**config.mk**
```make
export PLATFORM = sky130hd
export DESIGN_NAME = mem_arbiter
export DESIGN_NICKNAME = d
export VERILOG_FILES = /design/src/rtl/mem_arbiter.sv
export SDC_FILE = /design/constraint.sdc
export NUM_CORES = 1
export LEC_CHECK = 0
export CELL_PAD_IN_SITES_DETAIL_PLACEMENT = 2
export CELL_PAD_IN_SITES_GLOBAL_PLACEMENT = 2
export CORE_ASPECT_RATIO = 0.8
export CORE_MARGIN = 5
export CORE_UTILIZATION = 10
export CTS_BUF_LIST = sky130_fd_sc_hd__clkbuf_8
export CTS_CLUSTER_SIZE = 40
export DETAILED_ROUTE_END_ITERATION = 16
export HOLD_SLACK_MARGIN = 0.02
export PLACE_DENSITY = 0.95
export SYNTH_ARGS = -nofsm -noshare
export SYNTH_HDL_FRONTEND = slang
export SYNTH_SLANG_ARGS = --single-unit
export TNS_END_PERCENT = 10
```
**constraint.sdc**
```tcl
create_clock -name clk -period 1.45 [get_ports clk]
set_input_delay 0.2175 -clock clk [delete_from_list [all_inputs] [get_ports clk]]
set_output_delay 0.2175 -clock clk [all_outputs]
set_load 0.01 [all_outputs]
```
**src/rtl/mem_arbiter.sv**
```systemverilog
// Two-requester arbiter (instruction fetch, data access) in front of a single memory port.
// Data wins contention, but only for MAX_D_STREAK consecutive grants while a fetch is waiting.
module mem_arbiter #(
    parameter int XLEN         = 32,
    parameter int MAX_D_STREAK = 4
) (
    input  logic            clk,
    input  logic            rst_n,
    input  logic            if_req,
    input  logic [XLEN-1:0] if_addr,
    output logic            if_gnt,
    output logic            if_rvalid,
    output logic [XLEN-1:0] if_rdata,
    input  logic            d_req,
    input  logic            d_we,
    input  logic [XLEN-1:0] d_addr,
    input  logic [XLEN-1:0] d_wdata,
    input  logic [3:0]      d_wmask,
    output logic            d_gnt,
    output logic            d_rvalid,
    output logic [XLEN-1:0] d_rdata,
    output logic            mem_req,
    output logic            mem_we,
    output logic [XLEN-1:0] mem_addr,
    output logic [XLEN-1:0] mem_wdata,
    output logic [3:0]      mem_wmask,
    input  logic            mem_ready,
    input  logic            mem_rvalid,
    input  logic [XLEN-1:0] mem_rdata
);

    localparam int SW = $clog2(MAX_D_STREAK + 1);

    localparam logic [2:0] IDLE    = 3'd0;
    localparam logic [2:0] ISSUE_I = 3'd1;
    localparam logic [2:0] ISSUE_D = 3'd2;
    localparam logic [2:0] WAIT_I  = 3'd3;
    localparam logic [2:0] WAIT_D  = 3'd4;

    logic [2:0]    state, state_nxt;
    logic [SW-1:0] streak, streak_nxt;
    logic          d_wins;

    // Handshake: a request is accepted in the cycle mem_req && mem_ready; the single
    // outstanding response is the first mem_rvalid seen afterwards in the WAIT state.
    assign d_wins   = d_req && !(if_req && (streak == SW'(MAX_D_STREAK)));
    assign if_rdata = mem_rdata;
    assign d_rdata  = mem_rdata;

    always_comb begin
        state_nxt = state;
        mem_req   = 1'b0;
        mem_we    = 1'b0;
        mem_addr  = '0;
        mem_wdata = '0;
        mem_wmask = 4'h0;
        if_gnt    = 1'b0;
        d_gnt     = 1'b0;
        if_rvalid = 1'b0;
        d_rvalid  = 1'b0;
        case (state)
            IDLE: begin
                if (d_wins)      state_nxt = ISSUE_D;
                else if (if_req) state_nxt = ISSUE_I;
            end
            ISSUE_I: begin
                mem_req  = 1'b1;
                mem_addr = if_addr;
                if (mem_ready) begin
                    if_gnt    = 1'b1;
                    state_nxt = WAIT_I;
                end
            end
            ISSUE_D: begin
                mem_req   = 1'b1;
                mem_we    = d_we;
                mem_addr  = d_addr;
                mem_wdata = d_wdata;
                mem_wmask = d_wmask;
                if (mem_ready) begin
                    d_gnt     = 1'b1;
                    state_nxt = WAIT_D;
                end
            end
            WAIT_I: begin
                if (mem_rvalid) begin
                    if_rvalid = 1'b1;
                    state_nxt = IDLE;
                end
            end
            WAIT_D: begin
                if (mem_rvalid) begin
                    d_rvalid  = 1'b1;
                    state_nxt = IDLE;
                end
            end
            default: state_nxt = IDLE;
        endcase
    end

    // Streak counts data grants handed out while a fetch was kept waiting.
    always_comb begin
        streak_nxt = streak;
        if (d_gnt) begin
            if (!if_req)                            streak_nxt = '0;
            else if (streak != SW'(MAX_D_STREAK))   streak_nxt = streak + SW'(1);
        end
        if (if_gnt) streak_nxt = '0;
    end

    always_ff @(posedge clk) begin
        if (!rst_n) begin
            state  <= IDLE;
            streak <= '0;
        end else begin
            state  <= state_nxt;
            streak <= streak_nxt;
        end
    end

endmodule
```
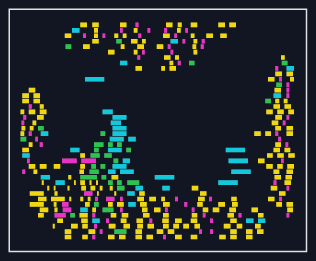
*Cells by drive strength, run 1*
(2 px per um)
- x6 and larger: cyan (cells 36; share 11%)
- x1 and smaller: yellow (cells 201; share 60%)
- x3 and x4: green (cells 30; share 9.0%)
- x2: magenta (cells 67; share 20%)

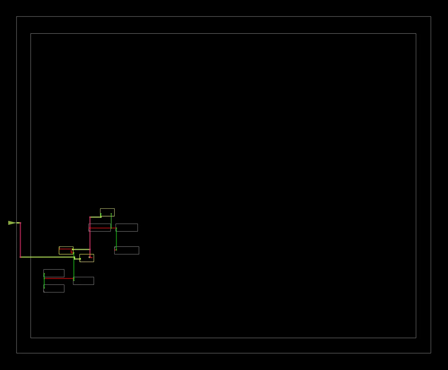
*Clock routing, run 1*
Sink Count: 6
final sequential cell count: 6
clk_skew: 0.00144 ns

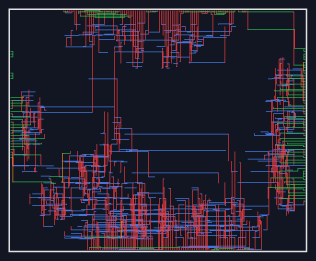
*Metal layers overlaid, run 1*
(2 px per um)
- M3: green (wire length 884 um)
- M1: blue (wire length 3,440 um)
- M2: red (wire length 4,700 um)
- M4: orange (wire length 38.8 um)

==> flow_metrics.env, run 1 <==
# source this file to load flow results
export IMPL_max_slew_margin_pct=82.5
export IMPL_layout_cells_non_filler=523
export IMPL_clockBufferDepth=2
export IMPL_cts_root_buf="clkbuf_8"
export IMPL_seq_power_share_pct=9.7
export IMPL_switching_share_pct=34.9
export IMPL_grt_max_degree=18
export IMPL_fin_ws_ns=-0.353
export IMPL_dp_hpwl_um=6970
export IMPL_p_leak_nw=1.49
export IMPL_synth_warnings=0
export IMPL_period_used_pct=124
export IMPL_power_density_nw_per_um2=608
export IMPL_start_kind="flop"
export IMPL_worstSkewPairLatency_ns=0.22
export IMPL_finalSetupTns_ns=-17.93
export IMPL_synth_distinct_cells=32
export IMPL_drt_initial_drc_count=33
export IMPL_dieArea_um2=17800
export IMPL_pwr_share_comb_pct=78.0
export IMPL_htree_num_levels=1
export IMPL_r2r_cells=7
export IMPL_syn_avg_cell_area_um2=7.80
export IMPL_synth_top_cell_by_count="buf_4"
export IMPL_edf_count=0
export IMPL_violations="setup timing"
export IMPL_synth_async_reset_ratio_pct=0
export IMPL_hold_violations=0
export IMPL_core_area_um2=15000
export IMPL_placed_cells=501
export IMPL_routed_wl_um=9060
export IMPL_drive_gt1_share_pct=39.8
export IMPL_avgRoutedWirePerCell_um=17.3
export IMPL_r2r_slack_ns=0.02
export IMPL_ys_ff=6
export IMPL_drc=0
export IMPL_top_cells_by_area="buf_4 33%, a22o_1 18%, and2_1 16%"
export IMPL_period_minus_slack_ns=1.80
export IMPL_top_area_share_pct=33.1
export IMPL_flop_cell="dfxtp_1"
export IMPL_path_clk_slew_ns=0.04
export IMPL_intPower_mw=1.30
export IMPL_arrival_ns=1.59
export IMPL_die_y_um=120
export IMPL_num_rows=40
export IMPL_cp_end_kind="output port"
export IMPL_gp_congestion=0.814
export IMPL_crit_required_ns=1.23
export IMPL_setup_viol=71
export IMPL_port_buffers=180
export IMPL_numCtsBuffers=3
export IMPL_synth_seq_share_pct=7.89
export IMPL_synth_top_cell_by_area="buf_4"
export IMPL_fin_nets=477
export IMPL_fmax_ghz=0.555
export IMPL_worstMarginPinSlew_ns=0.260
export IMPL_power_clock_fraction_pct=12.4
export IMPL_maxSlewViolCount=0
export IMPL_whs_ns=0.435
export IMPL_synthCells=195
export IMPL_antenna_left=0
export IMPL_p_total_mw=2.00
export IMPL_path_class="reg2out"
export IMPL_run_status="finished with violations"
export IMPL_initCoreUtil_pct=10.2
export IMPL_hold_buffers=0
[run 1: power groups by stage]
stage / clock network (mW) / logic [mW] / registers, mW
2_1_floorplan: 0 / 0.699 / 0.197
3_3_place_gp: 0 / 1.32 / 0.188
3_5_place_dp: 0 / 1.37 / 0.190
4_1_cts: 0.256 / 1.53 / 0.193
5_1_grt: 0.271 / 1.67 / 0.195
6_report: 0.248 / 1.56 / 0.194
[run 1: flip-flops by register name (all words and copies together) (netlist names)]
register  cells
state         3
streak        3
[run 1: placed cells by master (no fill, tap or decap), types with 3 or more instances in the layout]
cell,synthesis,layout
dfxtp_1,6,3
a21oi_1,4,4
buf_2,1,60
a22o_1,32,30
buf_12,0,7
buf_4,67,13
inv_1,3,3
and2_4,0,8
buf_6,5,18
nor3b_1,4,4
clkbuf_8,0,3
clkdlybuf4s50_1,0,105
nand2_1,5,5
buf_16,0,6
and2_1,38,30
nor2_1,4,3
[run 1: cell type report]
type                       count  area [um^2]  share of cell area [%]
inverter                       3         11.3                   0.342
sequential                     6          126                    3.84
tap                          189          236                    7.18
clock buffer                   3         41.3                    1.25
multi-input combinational    110          878                    26.7
timing repair buffer         212         2000                    60.7
[run 1: routing by layer]
layer | vias up | global-route usage (%) | part of all wire, %
li1 | 885 | - | -
met1 | 883 | 10.5 | 38
met2 | 118 | 17.4 | 52
met3 | 9 | 3.71 | 9.8
met4 | 0 | 1.33 | 0.42
met5 | - | 0 | 0
[run 1: timing repair]
item / CTS / global route
pin swaps: 19 / 11
cloned: 6 / 0
endpoints found under the setup margin: 74 / 73
gates resized: 326 / 23
buffers inserted: 11 / 2
[run 1: final timing paths]
kind,startpoint,end
worst min register to register,streak[2],streak[2]
worst max-delay path,state[0],mem_addr[11]
worst max register to register,state[0],streak[1]
worst min-delay path,mem_rdata[11],d_rdata[11]
[run 1: cells by family (layout without fill, tap and decap cells)]
| family | count (synthesis) | in the layout | share of synthesized area, % |
|---|---|---|---|
| AOI/OAI and AO/OA | 43 | 43 | 23.3 |
| xor gates and xnor gates | 1 | 1 | 0.576 |
| and+or+nand+nor | 64 | 64 | 27.8 |
| adders and majority gates | 2 | 2 | 1.64 |
| buffers and inverters | 79 | 218 | 38.8 |
| DFF | 6 | 6 | 7.90 |
[run 1: worst max-delay path, stage by stage, from the launching register on]
cell	delay, ns
dfxtp_2	0.34
buf_4	0.13
nor2_4	0.03
buf_6	0.11
buf_12	0.12
buf_8	0.12
buf_16	0.13
a22o_1	0.23
buf_2	0.15
### Port wiring, run 1

(3 px per um)
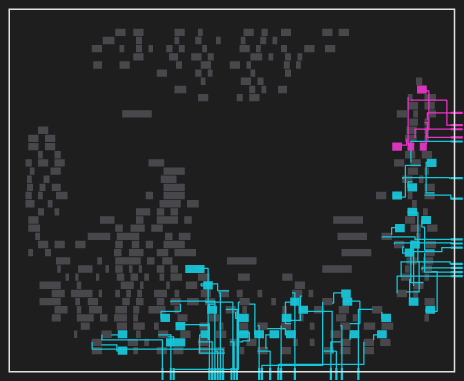

==> run 2, diff against run 1 <==
==> constraint.sdc (replaced) <==
create_clock -name clk -period 1.45 [get_ports clk]
set_input_delay 0.2175 -clock clk [delete_from_list [all_inputs] [get_ports clk]]
set_output_delay 0.2175 -clock clk [all_outputs]
set_load 0.005 [all_outputs]
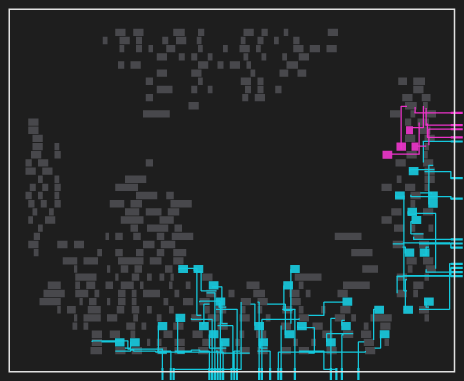
*Port wiring, run 2*
(3 px per um)
- mem_wmask: magenta (bits 4; direction output; end cells 4; wire 105 um)
- if_addr: cyan (bits 32; direction input; end cells 32; wire 1,040 um)

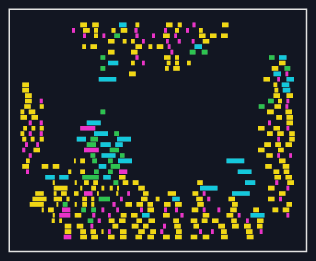
*Cells by drive strength, run 2*
(2 px per um)
- x2: magenta (cells 73; share 22%)
- x1 and smaller: yellow (cells 206; share 61%)
- x6 and larger: cyan (cells 29; share 8.6%)
- x3 and x4: green (cells 28; share 8.3%)

==> run 2 against run 1 <==
Compared with the run above:
- utilization fell by 0.60 points
- final area down 2.7%
- sequential power about the same
- the flow still finishes with violations (setup timing)
- die area unchanged
- critical path depth is 1 lower
- largest power group unchanged
- critical path type unchanged
- highest routed layer unchanged
- global-route usage decreased by 0.93 points
- first-iteration DRC count increased by 140%
==> flow_metrics.env, run 2 <==
# source this file to load flow results
export IMPL_clockBufferDepth=2
export IMPL_r2r_cells=6
export IMPL_max_slew_margin_pct=81.4
export IMPL_r2r_start="state[0]"
export IMPL_fin_skew_ns=0.000196
export IMPL_dieArea_um2=17800
export IMPL_core_area_um2=15000
export IMPL_path_class="reg2out"
export IMPL_num_rows=40
export IMPL_grt_max_degree=41
export IMPL_synth_top_cell_by_count="buf_4"
export IMPL_crit_path_max_fanout=6
export IMPL_cp_end_kind="output port"
export IMPL_top_area_share_pct=33.1
export IMPL_crit_required_ns=1.23
export IMPL_clock_sinks=6
export IMPL_die_y_um=120
export IMPL_ys_sh_aoi_pct=23.3
export IMPL_finalSetupTns_ns=-13.19
export IMPL_initCoreUtil_pct=10.2
export IMPL_seq_power_share_pct=10.5
export IMPL_routed_wl_um=9500
export IMPL_syn_nets=336
export IMPL_worstSkewPairLatency_ns=0.22
export IMPL_edf_count=0
export IMPL_ys_sh_xor_pct=0.576
export IMPL_reg_largest_list="state (3), streak (3)"
export IMPL_hp_start="mem_rdata[11]"
export IMPL_synth_seq_share_pct=7.89
export IMPL_drc=0
export IMPL_syn_cell_area_um2=1520
export IMPL_synthCells=195
export IMPL_fmax_ghz=0.582
export IMPL_pwr_share_comb_pct=76.2
export IMPL_synth_simple_area_share_pct=27.8
export IMPL_adder_share_pct=1.64
export IMPL_switching_share_pct=33.0
export IMPL_design_area_um2=3200
export IMPL_period_minus_slack_ns=1.72
export IMPL_flop_cell="dfxtp_1"
export IMPL_period_used_pct=119
export IMPL_fin_ws_ns=-0.269
export IMPL_worstMarginPinSlew_ns=0.277
export IMPL_path_clk_slew_ns=0.04
export IMPL_numCtsBuffers=3
export IMPL_synth_distinct_cells=32
export IMPL_dp_hpwl_um=7000
export IMPL_mux_share_pct=0
export IMPL_synth_warnings=0
export IMPL_maxSlewViolCount=0
export IMPL_hold_buffers=0
export IMPL_top_cells_by_area="buf_4 33%, a22o_1 18%, and2_1 16%"
export IMPL_intPower_mw=1.24
export IMPL_cts_root_buf="clkbuf_8"
export IMPL_violations="setup timing"
export IMPL_ys_ff=6
export IMPL_port_buffers=180
export IMPL_rr_endpoint="streak[0]"
export IMPL_arrival_ns=1.50
export IMPL_p_leak_nw=1.46
export IMPL_fin_nets=479
export IMPL_antenna_left=0
export IMPL_synth_async_reset_ratio_pct=0
export IMPL_htree_num_levels=1
export IMPL_critPathLaunch="state[2]"
export IMPL_hold_violations=0
export IMPL_mostFrequentLayoutCells="105 x clkdlybuf4s50_1, 48 x buf_2, 32 x a22o_1"
export IMPL_syn_avg_cell_area_um2=7.80
export IMPL_setup_viol=71
export IMPL_avgRoutedWirePerCell_um=18.1
export IMPL_layout_top_cell="clkdlybuf4s50_1"
export IMPL_logic_family="buffers and inverters"
export IMPL_r2r_slack_ns=0.07
export IMPL_power_clock_fraction_pct=13.3
export IMPL_hold_path_end="d_rdata[11]"
export IMPL_gp_congestion=0.809
export IMPL_drive_gt1_share_pct=38.7
export IMPL_start_kind="flop"
export IMPL_run_status="finished with violations"
export IMPL_power_density_nw_per_um2=578
export IMPL_dpl_cell_area_um2=3100
export IMPL_drt_initial_drc_count=80
export IMPL_synth_top_cell_by_area="buf_4"
run 2: cell type report:
type / instances / area, um^2 / share of cell area, %
timing repair buffer: 214 / 1940 / 60.5
multi-input combinational: 110 / 848 / 26.5
tap: 189 / 236 / 7.38
sequential: 6 / 126 / 3.95
clock buffer: 3 / 41.3 / 1.29
inverter: 3 / 11.3 / 0.352
run 2: critical path, cell delays in order (launching register included):
cell and delay (ns):
dfxtp_2 0.33, nand2b_4 0.13, nor2_4 0.04, buf_12 0.13, buf_8 0.13, clkbuf_16 0.15
a22o_1 0.23, buf_2 0.13
run 2: per-layer routing:
layer | GRT usage (%) | up-vias | share of wire [%]
met3 | 3.56 | 4 | 9.4
met5 | 0 | - | 0
li1 | - | 891 | -
met1 | 9.06 | 903 | 38
met2 | 16.2 | 120 | 53
met4 | 0.808 | 0 | 0.23
run 2: power groups by stage:
stage	registers, mW	logic, mW	clock network (mW)
5_1_grt	0.196	1.51	0.268
2_1_floorplan	0.197	0.574	0
3_3_place_gp	0.188	1.23	0
3_5_place_dp	0.190	1.29	0
6_report	0.194	1.41	0.247
4_1_cts	0.193	1.27	0.257
run 2: cell families (layout without fill, tap and decap cells):
group | Yosys count | in the layout
AND-OR/OR-AND | 43 | 43
XOR/XNOR | 1 | 1
adder cells (fa/ha/maj) | 2 | 2
buffers and inverters | 79 | 220
flip-flops | 6 | 6
AND/OR/NAND/NOR | 64 | 64
run 2: metrics by stage:
stage | utilization [%] | setup slack [ns] | hold WS (ns) | std cells | power (mW)
final | 21.4 | -0.269 | 0.435 | 525 | 1.85
after global routing | 21.4 | -0.336 | 0.435 | 525 | 1.98
after CTS | 21.1 | -0.582 | 0.435 | 506 | 1.72
after detailed placement | 20.7 | -0.381 | 0.435 | 501 | 1.48
after global placement | 20.7 | -0.313 | 0.435 | 501 | 1.42
after floorplan | - | 0.156 | 0.360 | 195 | 0.770
run 2: what timing repair did:
item | in CTS | in global routing
setup buffers | 1 | 12
cloned | 1 | 8
gates resized | 139 | 134
pin swaps | 9 | 24
endpoints found under the setup margin | 74 | 73
run 2: worst max-delay path by stage:
stage / end / slack [ns] / cells after the start
finish: mem_addr[11] / -0.27 / 7
global route: mem_addr[11] / -0.34 / 7
CTS: mem_addr[31] / -0.58 / 5
floorplan: mem_addr[0] / 0.16 / 5
global placement: mem_addr[14] / -0.31 / 5
detailed placement: mem_addr[31] / -0.38 / 5
Power figures rest on the tool's default switching activity, not on a simulated workload.
